==> src/rtl/uart_hs_pkg.sv <==
// Shared types and constants for the UART handshake responder: FSM states,
// protocol byte values and the 7-segment status codes.
package uart_hs_pkg;

    typedef enum logic [2:0] {
        HS_IDLE,
        HS_SEND_ACK,
        HS_WAIT_ACK,
        HS_WAIT_CONF,
        HS_SEND_NAK,
        HS_WAIT_NAK,
        HS_ESTABLISHED,
        HS_FAILED
    } hs_state_t;

    localparam logic [7:0] HS_REQ  = 8'h16;
    localparam logic [7:0] HS_ACK  = 8'h06;
    localparam logic [7:0] HS_NAK  = 8'h15;
    localparam logic [7:0] HS_CONF = 8'h55;

    localparam logic [3:0] HS_CODE_IDLE = 4'h0;
    localparam logic [3:0] HS_CODE_OK   = 4'hE;
    localparam logic [3:0] HS_CODE_FAIL = 4'hF;

endpackage

==> src/rtl/hs_timeout_counter.sv <==
// Confirm-window timer: cleared on entry, counts while enabled, and flags
// expiry during the CLKS_TIMEOUT-th enabled cycle.
module hs_timeout_counter #(
    parameter int CLKS_TIMEOUT = 50_000_000
) (
    input  logic clock,
    input  logic reset,
    input  logic clear,
    input  logic enable,
    output logic expire
);

    localparam int W = (CLKS_TIMEOUT > 1) ? $clog2(CLKS_TIMEOUT) : 1;
    localparam logic [W-1:0] LAST = W'(CLKS_TIMEOUT - 1);

    logic [W-1:0] count;

    // No saturation needed: the owner clears the count on every window entry.
    always_ff @(posedge clock) begin
        if (reset || clear) begin
            count <= '0;
        end else if (enable) begin
            count <= count + 1'b1;
        end
    end

    assign expire = enable && (count == LAST);

endmodule

==> src/rtl/uart_handshake_responder.sv <==
// Peer-side handshake responder: ACKs a REQ, waits for CONF under a timeout,
// then bridges payload bytes between uart_rx/uart_tx and user logic.
module uart_handshake_responder
    import uart_hs_pkg::*;
#(
    parameter int CLKS_TIMEOUT = 50_000_000,
    parameter int MAX_TRIES    = 3
) (
    input  logic       clock,
    input  logic       reset,
    input  logic       i_Rx_DV,
    input  logic [7:0] i_Rx_Byte,
    input  logic       i_Tx_Active,
    input  logic       i_Tx_Done,
    output logic       o_Tx_DV,
    output logic [7:0] o_Tx_Byte,
    input  logic       i_User_DV,
    input  logic [7:0] i_User_Byte,
    output logic       o_User_Ready,
    output logic       o_Data_DV,
    output logic [7:0] o_Data_Byte,
    output logic       o_Established,
    output logic       o_Fail,
    output logic [3:0] o_Code
);

    localparam int TW = $clog2(MAX_TRIES + 1);

    hs_state_t     state, state_nxt;
    logic [TW-1:0] tries, tries_next;
    logic          tries_inc, timer_clear, timer_expire, hs_send;
    logic          est, accept, tx_pend, user_fire;
    logic [7:0]    user_byte, data_byte;
    logic          data_dv;

    hs_timeout_counter #(.CLKS_TIMEOUT(CLKS_TIMEOUT)) u_timer (
        .clock  (clock),
        .reset  (reset),
        .clear  (timer_clear),
        .enable (state == HS_WAIT_CONF),
        .expire (timer_expire)
    );

    assign tries_next = tries + 1'b1;

    always_comb begin
        state_nxt   = state;
        tries_inc   = 1'b0;
        timer_clear = 1'b0;
        hs_send     = 1'b0;
        case (state)
            HS_IDLE: begin
                if (i_Rx_DV && i_Rx_Byte == HS_REQ) state_nxt = HS_SEND_ACK;
            end
            HS_SEND_ACK: begin
                if (!i_Tx_Active) begin
                    hs_send   = 1'b1;
                    state_nxt = HS_WAIT_ACK;
                end
            end
            HS_WAIT_ACK: begin
                if (i_Tx_Done) begin
                    timer_clear = 1'b1;
                    state_nxt   = HS_WAIT_CONF;
                end
            end
            HS_WAIT_CONF: begin
                // A received byte takes priority over a coincident expiry.
                if (i_Rx_DV) begin
                    if (i_Rx_Byte == HS_CONF) begin
                        state_nxt = HS_ESTABLISHED;
                    end else begin
                        tries_inc = 1'b1;
                        state_nxt = (i_Rx_Byte == HS_REQ) ? HS_SEND_ACK : HS_SEND_NAK;
                    end
                end else if (timer_expire) begin
                    tries_inc = 1'b1;
                    state_nxt = HS_IDLE;
                end
                if (tries_inc && tries_next == TW'(MAX_TRIES)) state_nxt = HS_FAILED;
            end
            HS_SEND_NAK: begin
                if (!i_Tx_Active) begin
                    hs_send   = 1'b1;
                    state_nxt = HS_WAIT_NAK;
                end
            end
            HS_WAIT_NAK: begin
                if (i_Tx_Done) state_nxt = HS_IDLE;
            end
            default: ;
        endcase
    end

    always_ff @(posedge clock) begin
        if (reset) begin
            state <= HS_IDLE;
            tries <= '0;
        end else begin
            state <= state_nxt;
            if (tries_inc) tries <= tries_next;
        end
    end

    assign est    = (state == HS_ESTABLISHED);
    assign accept = o_User_Ready && i_User_DV;

    // Established data path: user bytes go out the cycle after acceptance.
    always_ff @(posedge clock) begin
        if (reset) begin
            tx_pend   <= 1'b0;
            user_fire <= 1'b0;
            user_byte <= '0;
            data_dv   <= 1'b0;
            data_byte <= '0;
        end else begin
            user_fire <= accept;
            if (accept) begin
                user_byte <= i_User_Byte;
                tx_pend   <= 1'b1;
            end else if (i_Tx_Done) begin
                tx_pend <= 1'b0;
            end
            data_dv <= est && i_Rx_DV;
            if (est && i_Rx_DV) data_byte <= i_Rx_Byte;
        end
    end

    assign o_User_Ready  = est && !i_Tx_Active && !tx_pend;
    assign o_Tx_DV       = !reset && (hs_send || user_fire);
    assign o_Tx_Byte     = hs_send   ? ((state == HS_SEND_NAK) ? HS_NAK : HS_ACK) :
                           user_fire ? user_byte : 8'h00;
    assign o_Data_DV     = data_dv;
    assign o_Data_Byte   = data_byte;
    assign o_Established = est;
    assign o_Fail        = (state == HS_FAILED);

    always_comb begin
        o_Code = HS_CODE_IDLE;
        if (est) o_Code = HS_CODE_OK;
        else if (state == HS_FAILED) o_Code = HS_CODE_FAIL;
    end

endmodule

==> config.mk <==
export PLATFORM = sky130hd
export DESIGN_NAME = uart_handshake_responder
export DESIGN_NICKNAME = d
export VERILOG_FILES = /design/src/rtl/uart_hs_pkg.sv /design/src/rtl/hs_timeout_counter.sv /design/src/rtl/uart_handshake_responder.sv
export SDC_FILE = /design/constraint.sdc
export NUM_CORES = 1
export LEC_CHECK = 0
export CORE_UTILIZATION = 45
export CTS_CLUSTER_DIAMETER = 120
export DETAILED_ROUTE_END_ITERATION = 10
export GPL_TIMING_DRIVEN = 0
export PLACE_DENSITY = 0.73
export SYNTH_ARGS = -nofsm -noshare
export SYNTH_HDL_FRONTEND = slang
export SYNTH_SLANG_ARGS = --single-unit
==> constraint.sdc <==
create_clock -name clock -period 1.88 [get_ports clock]
set_input_delay 0.282 -clock clock [delete_from_list [all_inputs] [get_ports clock]]
set_output_delay 0.282 -clock clock [all_outputs]
set_load 0.1 [all_outputs]
### Placement view, run 1

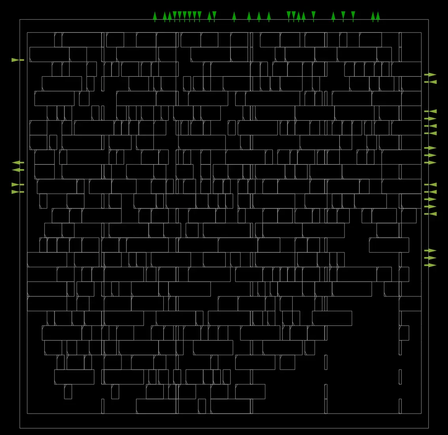
core box area: 5170 um^2
sequential share of cell area: 0.304
number of flip-flops and latches: 50

### Supply network, run 1

Bar = 20 um. Pins as bars on the die edge. Tap cells in grey.
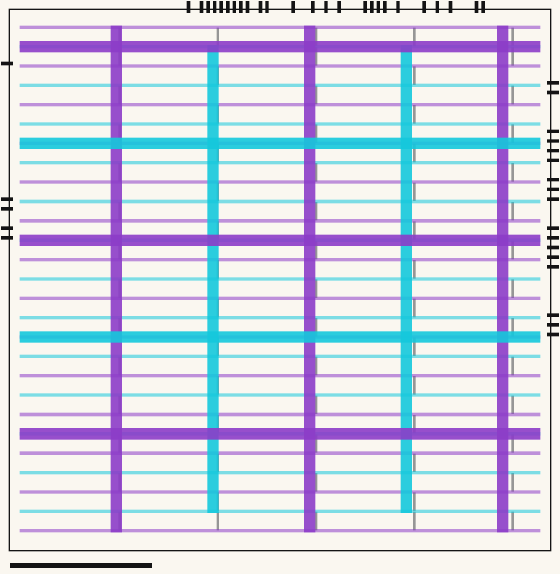
| net | colour |
|---|---|
| VDD | cyan |
| VSS | purple |
rows: 26
met5 straps: 5

### Placement density heat map, run 1

Bar = 20 um. The die is cut into 8 by 8 equal tiles; white is low, dark blue is high, 0 to 100% covered.
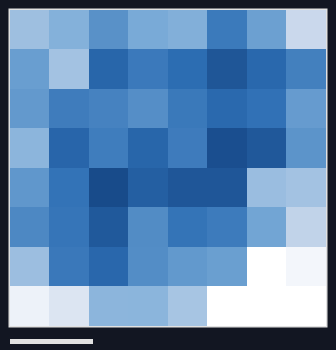
emptiest ninth of the die: lower right
nearly empty tiles: 6.2%
mean over tiles: 56%
tiles over 75% full: 23%
densest ninth of the die: centre
pre-placement core utilization: 0.475
Layout Utilization: 0.643

### Sequential cells coloured by netlist name, run 1

Bar = 20 um.
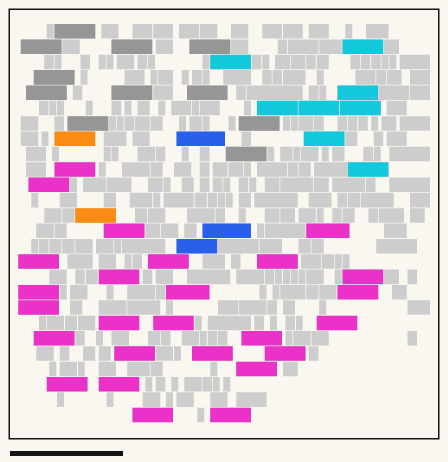
| signal | colour | flops |
|---|---|---|
| `user_byte` | cyan | 8 |
| `u_timer.count` | magenta | 26 |
| `state` | blue | 3 |
| `tries` | orange | 2 |

==> run 1: logic make-up (layout without fill, tap and decap cells) <==
kind of cell | count (synthesis) | after routing
flops | 50 | 50
xor+xnor | 24 | 24
compound gates | 42 | 42
fa+ha+maj | 2 | 2
mux | 2 | 2
simple gates | 152 | 152
buf+inv | 25 | 85
==> run 1: worst max-delay path, delay by kind of cell, from the launching register on <==
family,cells,cell delay [ps]
buffers and inverters,2,320
and+or+nand+nor,3,560
AOI/OAI and AO/OA,1,70
DFF,1,380
==> run 1: flip-flops by register name, summed over array words and instances (netlist names) <==
name           flops
o_Data_Byte        8
o_Data_DV          1
state              3
tries              2
tx_pend            1
u_timer.count     26
user_byte          8
user_fire          1
==> run 1: stage by stage <==
step	total power, mW	util	TNS [ps]
finish	1.81	0.643	-19.5
global route	1.88	0.643	-252
CTS	1.83	0.625	-1090
detailed placement	1.19	0.588	-18090
global placement	1.19	0.588	-18320
floorplan	1.13	-	-5280
==> run 1: per-layer routing <==
layer | GRT usage | vias to the layer above | wire length (um)
li1 | - | 1138 | -
met1 | 0.271 | 1087 | 2730
met4 | 0.0741 | 0 | 59
met3 | 0.0278 | 7 | 172
met5 | 0 | - | 0
met2 | 0.332 | 44 | 2920
==> run 1: how the worst max path moves through the flow <==
stage	endpoint	cells past startpoint
finish	o_Tx_Byte[1]	6
global route	o_Tx_Byte[1]	6
CTS	o_Tx_Byte[1]	7
detailed placement	o_User_Ready	3
global placement	o_User_Ready	3
floorplan	user_byte[4]$_SDFFE_PP0P_	5
==> run 1: area by class of cell <==
| cell class | count | area share |
|---|---|---|
| multi-input cells | 222 | 0.436 |
| flip-flops and latches | 50 | 0.304 |
| repair buffers | 53 | 0.166 |
| plain buffers | 16 | 0.0316 |
| well taps | 70 | 0.0263 |
| clock buffers | 7 | 0.0260 |
| inverters | 8 | 0.00903 |
| clock inverters | 1 | 0.00150 |
==> run 1: repair_timing <==
action,4_1_cts,5_1_grt
pin swaps,4,7
resized,125,25
gates cloned,0,0
setup buffers,2,7
hold buffers,0,0
setup endpoints to repair,39,37
==> run 1: power groups by stage <==
stage | combinational [mW] | clock (mW) | sequential, mW
floorplan | 0.0470 | 0 | 1.08
global placement | 0.108 | 0 | 1.08
detailed placement | 0.108 | 0 | 1.08
CTS | 0.112 | 0.663 | 1.06
global route | 0.130 | 0.695 | 1.06
finish | 0.121 | 0.634 | 1.06
==> flow_results.org, run 1 <==
* Implementation run

** Run status
- The checks that failed: setup timing.
- Run status :: finished, violations left

** Global routing
- The first global-routing pass estimated 8800 um of wire.
- Maximum number of pins on one net before global-route repair :: 15
- Sum of overflow across all layers after global routing :: 0
- The number of antenna violations at the first check in global routing is 0.

** Clock network
- The clock tree has to reach 50 sinks.
- The clock passes through at most 2 buffers.
- CTS Root Cell :: sky130_fd_sc_hd__clkbuf_8
- The clock H-tree reported by CTS has 2 levels.
- Worst-skew pair later-pin latency :: 300 ps
- TritonCTS clock tree :: built

** Logic synthesis
- Yosys printed 0 warnings.
- Before any placement, the netlist area is recorded as 2450 um^2.
- In the post-synthesis netlist, the biggest area contributors are sky130_fd_sc_hd__dfxtp_1, sky130_fd_sc_hd__xor2_1, sky130_fd_sc_hd__nand2_1, sky130_fd_sc_hd__a21oi_1, sky130_fd_sc_hd__nor2_1.
- Summed over all instances, the cell type with the most area after synthesis is sky130_fd_sc_hd__dfxtp_1.
- Prevailing logic family in the synthesized netlist :: simple AND/OR/NAND/NOR gates
- Compound-Gate Fraction of Synth Area :: 0.102
- Count of flip-flops with a built-in enable after synthesis :: 0
- Register area share after synthesis :: 0.408
- After synthesis, the chip area reported by Yosys is 2450 um^2.
- The portion of synthesized area spent on multiplexers is 0.00917.
- The share of synthesized area in the top cell type comes to 0.408.
- The most frequently used library cell after synthesis is sky130_fd_sc_hd__dfxtp_1.
- Async set-reset flop share out of synthesis :: 0
- Adder-cell area share of the yosys netlist :: 0.0102
- Synthesis produced a netlist with a net count of 321.
- Most instantiated flip-flop cell in the synthesis netlist :: sky130_fd_sc_hd__dfxtp_1
- Syn Inst Count :: 297
- A synthesized cell averages 8.27 um^2.
- Once synthesis finished, the tally of register bits stood at 50.
- Cell count listed in synth_stat.txt :: 297
- Synth cell types :: 43

** Run
- Number of violations of the max-capacitance limit :: 0
- Summing over the stages, the warning tally comes to 29.

** Final timing
- Across the routed clock network, the largest skew measured is 3.59 ps.
- Of the available clock period, the critical path in the final layout requires 1.01.
- Unrepaired setup endpoints after global routing :: yes
- Per the finish-stage timing summary, setup violations number 1.
- Top achievable clock speed :: 526 MHz
- Checking max transition, the worst relative margin is 0.352.
- The pin closest to its max-slew limit shows a slew of 975 ps.
- Fin worst setup slack :: -19.5 ps

** Final layout
- According to the finish report, the design has a final net count of 380.
- Most frequently placed logic cells in the final layout :: sky130_fd_sc_hd__dfxtp_1, sky130_fd_sc_hd__nand2_1, sky130_fd_sc_hd__nor2_1
- Count of non-filler cells in the finished layout :: 427
- Counting the fill cells in the layout gives 447.
- Register area :: 1010 um^2
- Area growth syn-to-layout :: 35.5%

** Floorplanning
- Row count :: 26
- The die covers 5750 um^2.
- Die Span Y :: 75.9 um

** Critical path
- Dominant cell type by count on the critical path :: sky130_fd_sc_hd__nand2_2
- In this run the worst path has a maximum fanout of 5.
- Crit path capture type :: primary output
- STA classifies the critical path startpoint as a flop.
- The worst register-to-register path depth is 5.
- End of the worst register-to-register path :: u_timer.count[25]$_SDFFE_PP0P_
- Worst Setup Path Type :: reg -> out
- Max stage delay on crit path :: 400 ps
- Per the timing report, the most critical flop-to-flop path originates at u_timer.count[5]$_SDFFE_PP0P_.
- The timing report shows that the slowest cell on the worst path is sky130_fd_sc_hd__or3_4.
- Cell breakdown of the critical path :: buf_8, or3_4, nand2_2, nand2_2, o21ai_4, buf_12

** Route
- The detailed router reported a total wirelength of 5890 um.
- Across all layers, the routed design uses 2276 vias.
- Starting DRC count in detailed routing :: 84
- Routed wirelength normalized by instance count :: 13.8 um
- The count of nets left with antenna violations once routing finished came out at 0.
- The script parses the final routing iteration and logs DRC violations as 0.

** Pwr
- The leakage component of the power was reported as 1.36 nW.
- Switching power as a fraction of the total was reported as 0.221.
- Per the summary, power density relative to cell area is 545 nW/um^2.
- The net switching power in the latest report is 0.401 mW.
- In this run the VDD rail shows a maximum IR drop of 0.456 mV.
- Internal power consumption :: 1.41 mW
- Proportion of power drawn by the clock network :: 0.350

** Place
- Routability-driven placement finished with a final weighted congestion of 0.785.
- The post-placement cell area is 3040 um^2.
- The buffer_ports step reported a buffer count of 44.
- Logged for this run, the post-placement worst setup slack is -1080 ps.

** Min path
- Hold_sp :: reset
- The worst hold path was traced through 2 stages.
--- run 2 (diff from run 1) ---
CAP_MARGIN = 20   (was unset)
### Wires at chosen ports, followed through buffers, run 2

Bar = 20 um.
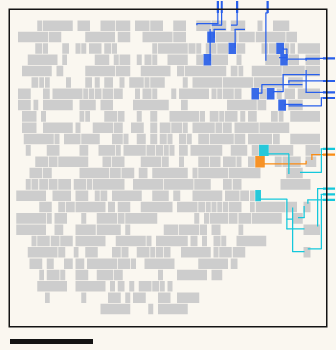
| port | colour | bits | direction | end cells | buffers | wire |
|---|---|---|---|---|---|---|
| `o_Fail` | orange | 1 | output | 1 | 1 | 15.0 um |
| `i_User_Byte` | blue | 8 | input | 8 | 8 | 130 um |
| `o_Code` | cyan | 4 | output | 2 | 6 | 90.4 um |
Buffers on Ports: 44
number of top-level pins: 47

==> flow_results.org, run 2 <==
* Implementation run

** Floorplanning
- Pre-placement core utilization :: 0.475 (unchanged)
- The cell row count was 26 (unchanged).
- The area of the chip came to 5750 um^2 (unchanged).
- Core box area :: 5170 um^2 (unchanged)
- Width of the die :: 75.9 um
- Die Span Y :: 75.9 um (unchanged)

** Final timing
- Hold slack final :: 413 ps
- The count of endpoints failing setup in the final report was 1 (unchanged).
- Max_slew headroom :: 0.352 (unchanged)
- Unrepaired setup endpoints after global routing :: yes
- Actual transition at the worst max-transition pin :: 975 ps (unchanged)
- The maximum achievable frequency is 526 MHz (unchanged).
- The final timing report derives a shortest allowable period of 1900 ps.
- The setup skew after layout came to 3.59 ps (unchanged).
- For reference, the final report shows the max-slew violation count at 0.
- The final timing report lists a hold violation count of 0.
- The ratio of final minimum period to clock period is 1.01 (unchanged).
- The setup TNS is -19.5 ps (unchanged).
- Fin worst setup slack :: -19.5 ps (unchanged)

** Clock network
- TritonCTS clock tree :: built
- Total clock buffers created by CTS :: 5
- The maximum buffer depth of the clock tree came to 2 (unchanged).
- The clock sink total came to 50 (unchanged).
- Number of hold buffers added after CTS :: 0 (unchanged)
- Looking at the clock tree report, the root buffer type is sky130_fd_sc_hd__clkbuf_8.
- Clock-pin slew was measured on the worst setup and hold paths at 80 ps.
- The number of levels the H-tree was split into came to 2 (unchanged).
- Worst-skew pair later-pin latency :: 300 ps (about the same)

** Critical path
- Worst EP required :: 1600 ps
- The timing report shows the most common cell along the critical path to be sky130_fd_sc_hd__nand2_2.
- Crit path capture type :: primary output
- The length in cells of the worst reg-to-reg path came to 5 (unchanged).
- For this design, the slowest cell found on the critical path is sky130_fd_sc_hd__or3_4.
- The worst path buffer plus inverter count was 2 (unchanged).
- By startpoint and endpoint, the worst setup path is classified as reg -> out.
- End of the worst register-to-register path :: u_timer.count[25]$_SDFFE_PP0P_
- CP Max Fanout :: 5 (unchanged)
- The worst register-to-register path has a setup slack of 50 ps.
- Crit Reg-Reg Startpoint :: u_timer.count[5]$_SDFFE_PP0P_
- Cell breakdown of the critical path :: buf_8, or3_4, nand2_2, nand2_2, o21ai_4, buf_12
- Signal arrival time at the worst endpoint :: 1620 ps
- Max stage delay on crit path :: 400 ps (about the same)
- The worst setup path is launched from a flop.
- Per STA, the worst path accumulates the most delay in the family simple AND/OR/NAND/NOR gates.

** Global routing
- First-pass GRT wire length :: 8800 um (unchanged)
- The maximum number of pins on one net before global-route repair is 15 (unchanged).
- The remaining global-route overflow is 0 (unchanged).
- Antenna violations before repair :: 0 (unchanged)
- Number of global-route vias before repair :: 1972
- Gr usage total :: 0.202

** Logic synthesis
- Compound-Gate Fraction of Synth Area :: 0.102 (unchanged)
- The most common cell in the synthesized netlist is sky130_fd_sc_hd__dfxtp_1.
- Syn Inst Count :: 297 (unchanged)
- Async set-reset flop share out of synthesis :: 0 (unchanged)
- The summed standard-cell area reported by yosys is 2450 um^2 (unchanged).
- Flops out of synthesis :: 50 (unchanged)
- Grouping non-sequential cells by family puts the most area in simple AND/OR/NAND/NOR gates.
- Syn Std Cell Area :: 2450 um^2 (unchanged)
- Mux area share :: 0.00917 (unchanged)
- The cell-mix breakdown from Yosys lists the simple-gate area share as 0.337.
- In the post-synthesis netlist, the biggest area contributors are sky130_fd_sc_hd__dfxtp_1, sky130_fd_sc_hd__xor2_1, sky130_fd_sc_hd__nand2_1, sky130_fd_sc_hd__a21oi_1, sky130_fd_sc_hd__nor2_1.
- The synthesized-area fraction occupied by adder cells was 0.0102 (unchanged).
- Top-area cell share :: 0.408 (unchanged)
- The largest total area in the synthesized netlist belongs to sky130_fd_sc_hd__dfxtp_1.
- The synthesized netlist net count was 321 (unchanged).
- The cell count in the Yosys report came to 297 (unchanged).
- Yosys warns :: 0 (unchanged)
- By count the netlist is led by sky130_fd_sc_hd__dfxtp_1, sky130_fd_sc_hd__nand2_1, sky130_fd_sc_hd__nor2_1, sky130_fd_sc_hd__a21oi_1, sky130_fd_sc_hd__xor2_1.
- The distinct cell type count of the synthesized netlist was 43 (unchanged).
- Post-synthesis area per instance :: 8.27 um^2 (unchanged)
- For this run, the leading register cell type out of synthesis is sky130_fd_sc_hd__dfxtp_1.
- Post-synthesis share of cell area spent on xor and xnor gates :: 0.0856
- The proportion of synthesized chip area in sequential cells is 0.408 (unchanged).
- The count of flip-flops with a built-in enable after synthesis is 0 (unchanged).

** Run
- The stage-log warning count came to 29 (unchanged).
- The tally of max-capacitance violations was 0 (unchanged).

** Place
- Final HPWL DP :: 4040 um
- The weighted congestion reported at the end of routability-driven placement came to 0.785 (unchanged).
- Instance count after placement with tap cells included :: 411
- The worst setup slack after placement was -1080 ps (unchanged).
- The total cell area at the placement stage is 3040 um^2 (unchanged).

** Final layout
- The register with the most flip-flops in the final layout is u_timer.count.
- Max FFs per register :: 26 (unchanged)
- Most frequently placed logic cells in the final layout :: sky130_fd_sc_hd__dfxtp_1, sky130_fd_sc_hd__nand2_1, sky130_fd_sc_hd__nor2_1
- Leaving out fill and tap cells, the most frequent cell in the layout is sky130_fd_sc_hd__dfxtp_1.
- The final core utilization is 0.643 (unchanged).
- Diode count :: 0
- The area growth from synthesis to final layout came to 35.5% (unchanged).
- Fraction of final layout cells sized beyond drive strength 1 :: 0.218
- The multi-input combinational cells in the finished layout cover a total of 1450 um^2.
- The net count reported at finish was 380 (unchanged).
- Fin area :: 3330 um^2
- Number of inserted filler cells in the final layout :: 447 (unchanged)
- Count of non-filler cells in the finished layout :: 427 (unchanged)
- The total area of sequential cells was 1010 um^2 (unchanged).

** Run status
- The checks that failed: setup timing.
- Run status :: finished, violations left

** Pwr
- Pwr/cell area :: 545 nW/um^2 (unchanged)
- Leakage power :: 1.36 nW (unchanged)
- Highest ir drop seen on vdd :: 0.456 mV (unchanged)
- The post-layout total power came to 1.81 mW (unchanged).

** Route
- Sum of routed wire length over all layers :: 5890 um (unchanged)
- The remaining antenna violation count is 0 (unchanged).
- Vias per Instance :: 5.33
- The number of remaining DRC errors is 0 (unchanged).
- The starting DRC count in detailed routing was 84 (unchanged).
- Number of vias in the routed layout :: 2276 (unchanged)
- The iteration count recorded for the first detailed-route pass is 6.
- The average wire per standard cell is 13.8 um (unchanged).

** Min path
- The min-delay analysis places its worst path in the category in -> reg.
- In the hold report, the worst path ends at o_Data_Byte[0]$_SDFFE_PP0P_.
- The startpoint identified for the worst hold timing path is reset.
- The cell depth of the worst min-delay path is 2 (unchanged).
### Supply network, run 2

Bar = 20 um. Pins as bars on the die edge. Tap cells in grey.
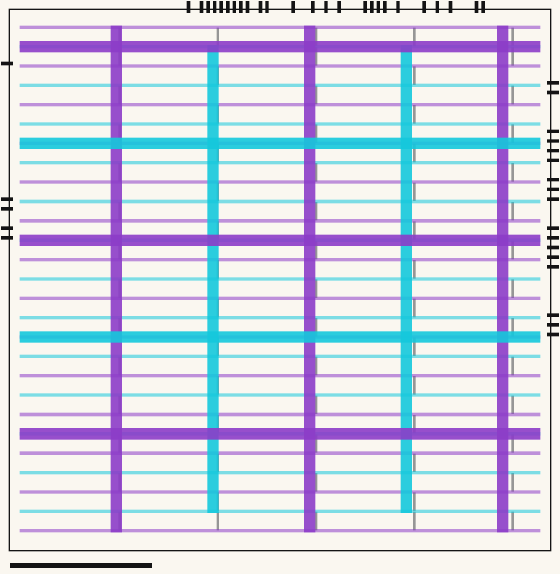
| net | colour |
|---|---|
| VDD | cyan |
| VSS | purple |
met4 straps: 5
signal pins: 47
rows: 26

[run 2: cell counts after synthesis]
Identical to the previous run, type by type.
[run 2: how the worst max path moves through the flow]
stage                                      from                   endpoint  slack [ps]  cells past startpoint
after floorplan           state[0]$_SDFFE_PP0P_  user_byte[4]$_SDFFE_PP0P_        -400                      5
after global placement              i_Tx_Active               o_User_Ready       -1080                      3
after detailed placement            i_Tx_Active               o_User_Ready       -1080                      3
after CTS                 state[2]$_SDFFE_PP0P_               o_Tx_Byte[1]        -110                      7
after global routing      state[2]$_SDFFE_PP0P_               o_Tx_Byte[1]         -70                      6
final                     state[2]$_SDFFE_PP0P_               o_Tx_Byte[1]         -20                      6
[run 2: layer usage]
layer  vias to the layer above  wire length [um]  GRT usage
li1                       1138                 -          -
met4                         0                59     0.0741
met2                        44              2920      0.332
met5                         -                 0          0
met3                         7               172     0.0278
met1                      1087              2730      0.271
[run 2: cell type report]
| class | instances | share of cell area |
|---|---|---|
| plain buffers | 16 | 0.0316 |
| clock buffers | 7 | 0.0260 |
| clock inverters | 1 | 0.00150 |
| inverters | 8 | 0.00903 |
| multi-input cells | 222 | 0.436 |
| flip-flops and latches | 50 | 0.304 |
| well taps | 70 | 0.0263 |
| repair buffers | 53 | 0.166 |
[run 2: timing repair]
action	CTS	global route
gates resized	125	25
endpoints found under the setup margin	39	37
setup buffers	2	7
pin swaps	4	7
[run 2: cells by family after synthesis]
| logic type | count (synthesis) |
|---|---|
| buffers and inverters | 25 |
| multiplexers | 2 |
| adder cells (fa/ha/maj) | 2 |
| AND-OR/OR-AND | 42 |
| XOR/XNOR | 24 |
| AND/OR/NAND/NOR | 152 |
| flip-flops | 50 |
[run 2: power breakdown]
part / switching [mW] / total, mW / leakage (nW) / internal [mW]
logic: 0.0635 / 0.121 / 0.907 / 0.0577
registers: 0.000803 / 1.06 / 0.405 / 1.06
clock network: 0.337 / 0.634 / 0.0482 / 0.297
total: 0.401 / 1.81 / 1.36 / 1.41
Power and IR drop assume default switching activity.
